==> run_1/final_congestion.png <==
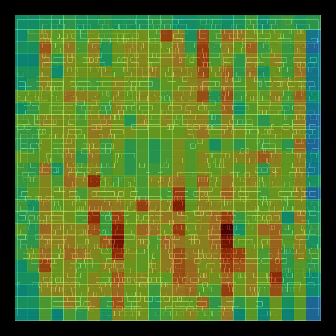
==> run_1/port_nets.png <==
Bar = 50 um.
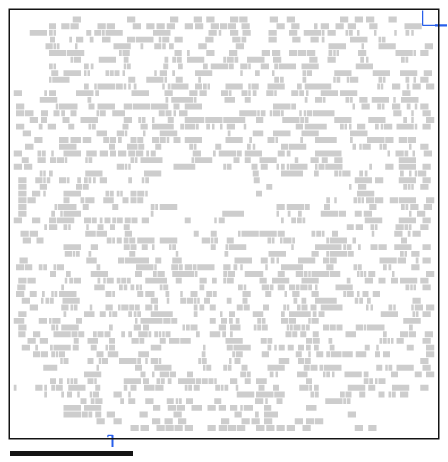
==> run_1/registers.png <==
Bar = 50 um. Other sequential cells in the stronger gray, the rest of the logic in the fainter gray.
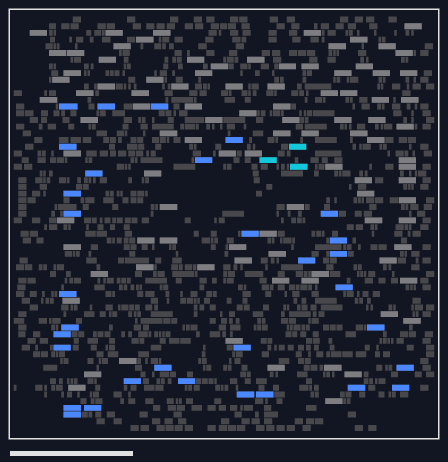
Design core_sequencer, sky130hd; sources not shown.
==> impl_metrics.py, run 1 <==
# Generated from Yosys and OpenROAD reports
metrics = {
    "detailed_routing": {
        "finalWirelength_um": 27300,
        "met1_length_um": 13600,
        "routedWlPerCell_um": 16.6,
        "drc_errors": 0,
        "drtIter0Drc": 355,
        "route.vias.total": 7576,
        "wl_met2_um": 12700,
        "routed_via_density": 4.61,
        "dr.pass1.iters": 4,
        "antenna_left": 0,
        "route.top_layer_used": "met4",
        "wl_met3_um": 827,
    },
    "placement": {
        "gp_congestion": 0.763,
        "place_area_um2": 10700,
        "place_ws_ps": -465,
        "placed_cells": 1606,
        "hpwl_um": 19800,
    },
    "cells_and_area": {
        "largest_class": "combinational gates",
        "drive_gt1_frac": 0.119,
        "layout.cells.non_filler": 1642,
        "n_all_inverters": 11,
        "logic_gate_count": 756,
        "layout_top_cells": "clkdlybuf4s50_1, nand2_1, dfxtp_1",
        "n_antenna_cell": 0,
        "design.seq.count": 132,
        "clkCellAreaFrac": 0.0544,
        "sh_seq_area": 0.232,
        "syn2layout_area_growth_pct": 48.1,
        "comb_area_um2": 4570,
        "nFillCells": 3039,
        "n_all_buffers": 327,
        "nClkBuffers": 18,
        "nNetsFinal": 1354,
        "area_share_nonclk_buffers": 0.266,
        "final_area_um2": 11400,
        "comb-cell-share": 0.401,
        "final_common_cell": "clkdlybuf4s50_1",
    },
    "synth": {
        "ys.flops": 132,
        "yosys-top-cells-area": "dfxtp_1, nand2_1, a21oi_1",
        "ff_type": "dfxtp_1",
        "synth.cell_area_um2": 7680,
        "yosysSeqAreaShare": 0.344,
        "async_reset_ff_frac": 0,
        "yosysCellCount": 988,
        "xor_share": 0.0968,
        "synthCells": 988,
        "ys_sh_aoi": 0.182,
        "yosys.area.top_type": "dfxtp_1",
        "mux_share": 0.0119,
        "top_cell": "nand2_1",
        "edf_count": 0,
        "ys_top_logic_family": "simple AND/OR/NAND/NOR gates",
        "ys_warn_count": 0,
        "ys_top_cells_by_count": "nand2_1, dfxtp_1, nor2_1",
        "adder_share": 0.0564,
        "ys_sh_simple": 0.238,
        "yosysChipArea_um2": 7680,
        "fp_nets": 1097,
        "yosysTopAreaCellShare": 0.344,
        "avgSynthCellArea_um2": 7.77,
        "synthDistinctLibCells": 67,
    },
    "pwr": {
        "combPwrFrac": 0.217,
        "pg_clk_uw": 2120,
        "pwr-share-seq": 0.360,
        "power.internal_uw": 3530,
        "power.density_nw_per_um2": 441,
        "comb-power_uw": 1090,
        "total_power_uw": 5010,
        "p_leak_uw": 0.00452,
        "power_leader": "the clock network",
        "power_frac_clock": 0.423,
        "sw_frac_of_total": 0.296,
        "p_switching_uw": 1480,
        "ir_drop_uv": 310,
    },
    "sta": {
        "finalHoldWorstSlack_ps": 451,
        "max-slew-margin-rel": 0.481,
        "post-route-period-util": 0.958,
        "max_freq_mhz": 326,
        "setup_violations": 0,
        "slew_viol_final": 0,
        "skew_ps": 19.1,
        "worstMarginPinSlew_ps": 778,
        "fin_crit_ps": 3070,
        "setup_tns_ps": 0,
        "rsz0062_at_grt": "no",
        "hold_viol_final": 0,
        "setup_ws_ps": 133,
    },
    "clocking": {
        "cts_setup_buffers": 1,
        "ctsResizeCount": 21,
        "clock_sink_count": 132,
        "cts_max_path_buffers": 2,
        "cts_buffers": 17,
        "cts-root-buf": "clkbuf_16",
        "htree_levels": 4,
        "clock_latency_ps": 420,
        "cts-hold-fix-buffers": 0,
        "clkTransAtPathRegs_ps": 60,
        "tritoncts": "done",
    },
    "worst_hold_path": {
        "whs_path_depth": 2,
        "hp-class": "flop to flop",
    },
    "floorplanning": {
        "tap-cell-count": 384,
        "row_count": 62,
        "die_area_um2": 30200,
        "die_y_um": 174,
        "die_w_um": 174,
        "coreArea_um2": 28900,
        "floorplan.core_util": 0.266,
    },
    "global_route": {
        "antenna_found_initial": 0,
        "grt_pass1_wl_um": 43300,
        "grt.busiest_layer": "met2",
        "gr-usage-all-layers": 0.181,
        "use_met3": 0.0279,
        "grt_overflow": 0,
        "grt_max_degree": 63,
        "grt_pass1_vias": 7537,
    },
    "setup_path": {
        "cp_num_cells": 7,
        "crit_type": "flop to primary output",
        "startpoint_type": "flop",
        "critical_path_arrival_ps": 2430,
        "cpMostUsedCell": "buf_4",
        "critPathBufInv": 3,
        "worstPathRequired_ps": 2560,
        "reg2reg_depth": 10,
        "max_stage_delay_ps": 560,
        "cp-end-kind": "primary output",
        "cpLargestDelayFamily": "buffers and inverters",
        "path_max_fanout": 5,
        "path_cells": "buf_4 -> and4_4 -> nand4_4 -> buf_4 -> nor2_1 -> xor2_1 -> clkdlybuf4s50_1",
        "cpMaxStageDelayCell": "clkdlybuf4s50_1",
        "r2r_slack_ps": 380,
    },
    "run": {
        "drv_cap": 0,
        "log.warning_count": 26,
    },
    "outcome": {
        "status": "finished clean",
    },
}
About final_congestion.png:
GR Util met2: 0.302
met1 Track Usage GR: 0.245

About port_nets.png:
blue -> wb_sel  # bits 2, direction output, end cells 0, buffers 0, wire 14.9 um
Ports: 242
count of input and output buffers: 236

About registers.png:
cyan -> state_q  # placed flops 3
blue -> imem_addr  # placed flops 32
not colored = 97
Final Util: 0.394
register area: 2640 um2
Sequential Power: 1810 uW

==> run 2: changes to the inputs <==
--- a/config.mk
+++ b/config.mk
@@ -5,6 +5,7 @@
 export SDC_FILE = /design/constraint.sdc
 export NUM_CORES = 1
 export LEC_CHECK = 0
+export ABC_CLOCK_PERIOD_IN_PS = 3200
 export CELL_PAD_IN_SITES_DETAIL_PLACEMENT = 0
 export CELL_PAD_IN_SITES_GLOBAL_PLACEMENT = 2
 export CORE_UTILIZATION = 26
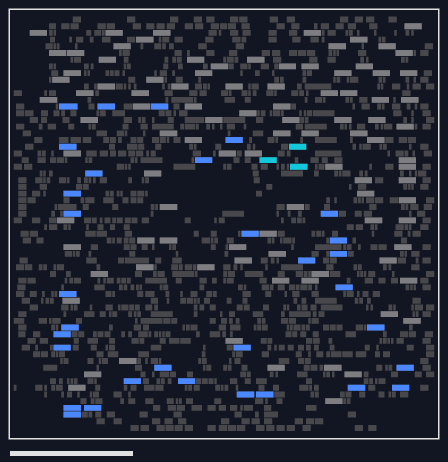
(run_2/registers.png)
Bar = 50 um. Other sequential cells in the stronger gray, the rest of the logic in the fainter gray.
cyan -> state_q  # placed flops 3
blue -> imem_addr  # placed flops 32
not colored = 97
Seq/total area: 0.232

==> impl_metrics.py, run 2 <==
# Generated from Yosys and OpenROAD reports
metrics = {
    "outcome": {
        "status": "finished clean",
    },
    "synth": {
        "ys_sh_simple": 0.238,
        "synthDistinctLibCells": 67,
        "fp_nets": 1097,
        "yosysChipArea_um2": 7680,
        "yosysCellCount": 988,
        "xor_share": 0.0968,
        "ys_sh_aoi": 0.182,
        "yosys.area.top_type": "dfxtp_1",
        "yosysSeqAreaShare": 0.344,
        "top_cell": "nand2_1",
        "mux_share": 0.0119,
        "edf_count": 0,
        "adder_share": 0.0564,
        "synth.cell_area_um2": 7680,
        "ys_warn_count": 0,
        "avgSynthCellArea_um2": 7.77,
        "yosysTopAreaCellShare": 0.344,
        "ys_top_cells_by_count": "nand2_1, dfxtp_1, nor2_1",
        "ff_type": "dfxtp_1",
        "yosys-top-cells-area": "dfxtp_1, nand2_1, a21oi_1",
        "synthCells": 988,
        "ys_top_logic_family": "simple AND/OR/NAND/NOR gates",
        "ys.flops": 132,
    },
    "cells_and_area": {
        "n_all_inverters": 11,
        "syn2layout_area_growth_pct": 48.1,
        "clkCellAreaFrac": 0.0544,
        "drive_gt1_frac": 0.119,
        "layout_top_cells": "clkdlybuf4s50_1, nand2_1, dfxtp_1",
        "design.seq.count": 132,
        "nNetsFinal": 1354,
        "comb-cell-share": 0.401,
        "n_antenna_cell": 0,
        "comb_area_um2": 4570,
        "largest_class": "combinational gates",
        "nFillCells": 3039,
        "nClkBuffers": 18,
        "n_all_buffers": 327,
        "area_share_nonclk_buffers": 0.266,
        "layout.cells.non_filler": 1642,
        "post-route-util": 0.394,
        "final_common_cell": "clkdlybuf4s50_1",
        "final_area_um2": 11400,
        "flop_area_um2": 2640,
        "logic_gate_count": 756,
    },
    "pwr": {
        "total_power_uw": 5010,
        "p_leak_uw": 0.00452,
        "p_switching_uw": 1480,
        "power_frac_clock": 0.423,
        "power_leader": "the clock network",
        "pg_clk_uw": 2120,
        "seq_cell_power_uw": 1810,
        "power.internal_uw": 3530,
        "comb-power_uw": 1090,
        "pwr-share-seq": 0.360,
        "ir_drop_uv": 310,
        "sw_frac_of_total": 0.296,
        "power.density_nw_per_um2": 441,
        "combPwrFrac": 0.217,
    },
    "sta": {
        "setup_ws_ps": 133,
        "post-route-period-util": 0.958,
        "rsz0062_at_grt": "no",
        "finalHoldWorstSlack_ps": 451,
        "skew_ps": 19.1,
        "fin_crit_ps": 3070,
        "setup_tns_ps": 0,
        "setup_violations": 0,
        "max_freq_mhz": 326,
        "slew_viol_final": 0,
        "max-slew-margin-rel": 0.481,
        "hold_viol_final": 0,
        "worstMarginPinSlew_ps": 778,
    },
    "setup_path": {
        "cpMaxStageDelayCell": "clkdlybuf4s50_1",
        "max_stage_delay_ps": 560,
        "cp_num_cells": 7,
        "path_max_fanout": 5,
        "reg2reg_depth": 10,
        "worstPathRequired_ps": 2560,
        "critPathBufInv": 3,
        "critical_path_arrival_ps": 2430,
        "path_cells": "buf_4 -> and4_4 -> nand4_4 -> buf_4 -> nor2_1 -> xor2_1 -> clkdlybuf4s50_1",
        "r2r_slack_ps": 380,
        "cpLargestDelayFamily": "buffers and inverters",
        "startpoint_type": "flop",
        "crit_type": "flop to primary output",
        "cpMostUsedCell": "buf_4",
        "cp-end-kind": "primary output",
    },
    "floorplanning": {
        "io_pins": 242,
        "coreArea_um2": 28900,
        "die_y_um": 174,
        "die_w_um": 174,
        "floorplan.core_util": 0.266,
        "tap-cell-count": 384,
        "die_area_um2": 30200,
    },
    "global_route": {
        "grt_overflow": 0,
        "grt_pass1_vias": 7537,
        "grt_max_degree": 63,
        "grt.busiest_layer": "met2",
        "grt_pass1_wl_um": 43300,
        "met2_usage": 0.302,
        "use_met1": 0.245,
        "gr-usage-all-layers": 0.181,
        "antenna_found_initial": 0,
        "use_met3": 0.0279,
    },
    "clocking": {
        "htree_levels": 4,
        "clock_latency_ps": 420,
        "cts-hold-fix-buffers": 0,
        "cts_max_path_buffers": 2,
        "clock_sink_count": 132,
        "cts-root-buf": "clkbuf_16",
        "clkTransAtPathRegs_ps": 60,
        "ctsResizeCount": 21,
        "tritoncts": "done",
        "cts_buffers": 17,
    },
    "detailed_routing": {
        "wl_met2_um": 12700,
        "wl_met3_um": 827,
        "antenna_left": 0,
        "met1_length_um": 13600,
        "routedWlPerCell_um": 16.6,
        "routed_via_density": 4.61,
        "drc_errors": 0,
        "drtIter0Drc": 355,
        "dr.pass1.iters": 4,
        "finalWirelength_um": 27300,
        "route.vias.total": 7576,
    },
    "run": {
        "drv_cap": 0,
        "log.warning_count": 26,
    },
    "placement": {
        "portBuffers": 236,
        "placed_cells": 1606,
        "place_area_um2": 10700,
        "gp_congestion": 0.763,
        "place_ws_ps": -465,
    },
    "worst_hold_path": {
        "hp-class": "flop to flop",
        "whs_path_depth": 2,
    },
}
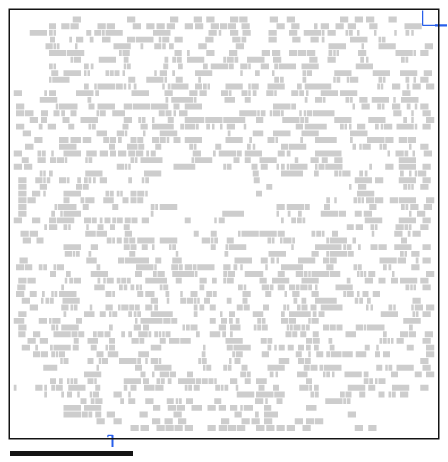
(run_2/port_nets.png)
Bar = 50 um.
blue -> wb_sel  # bits 2, direction output, end cells 0, buffers 0, wire 14.9 um

Power and IR drop assume default switching activity.
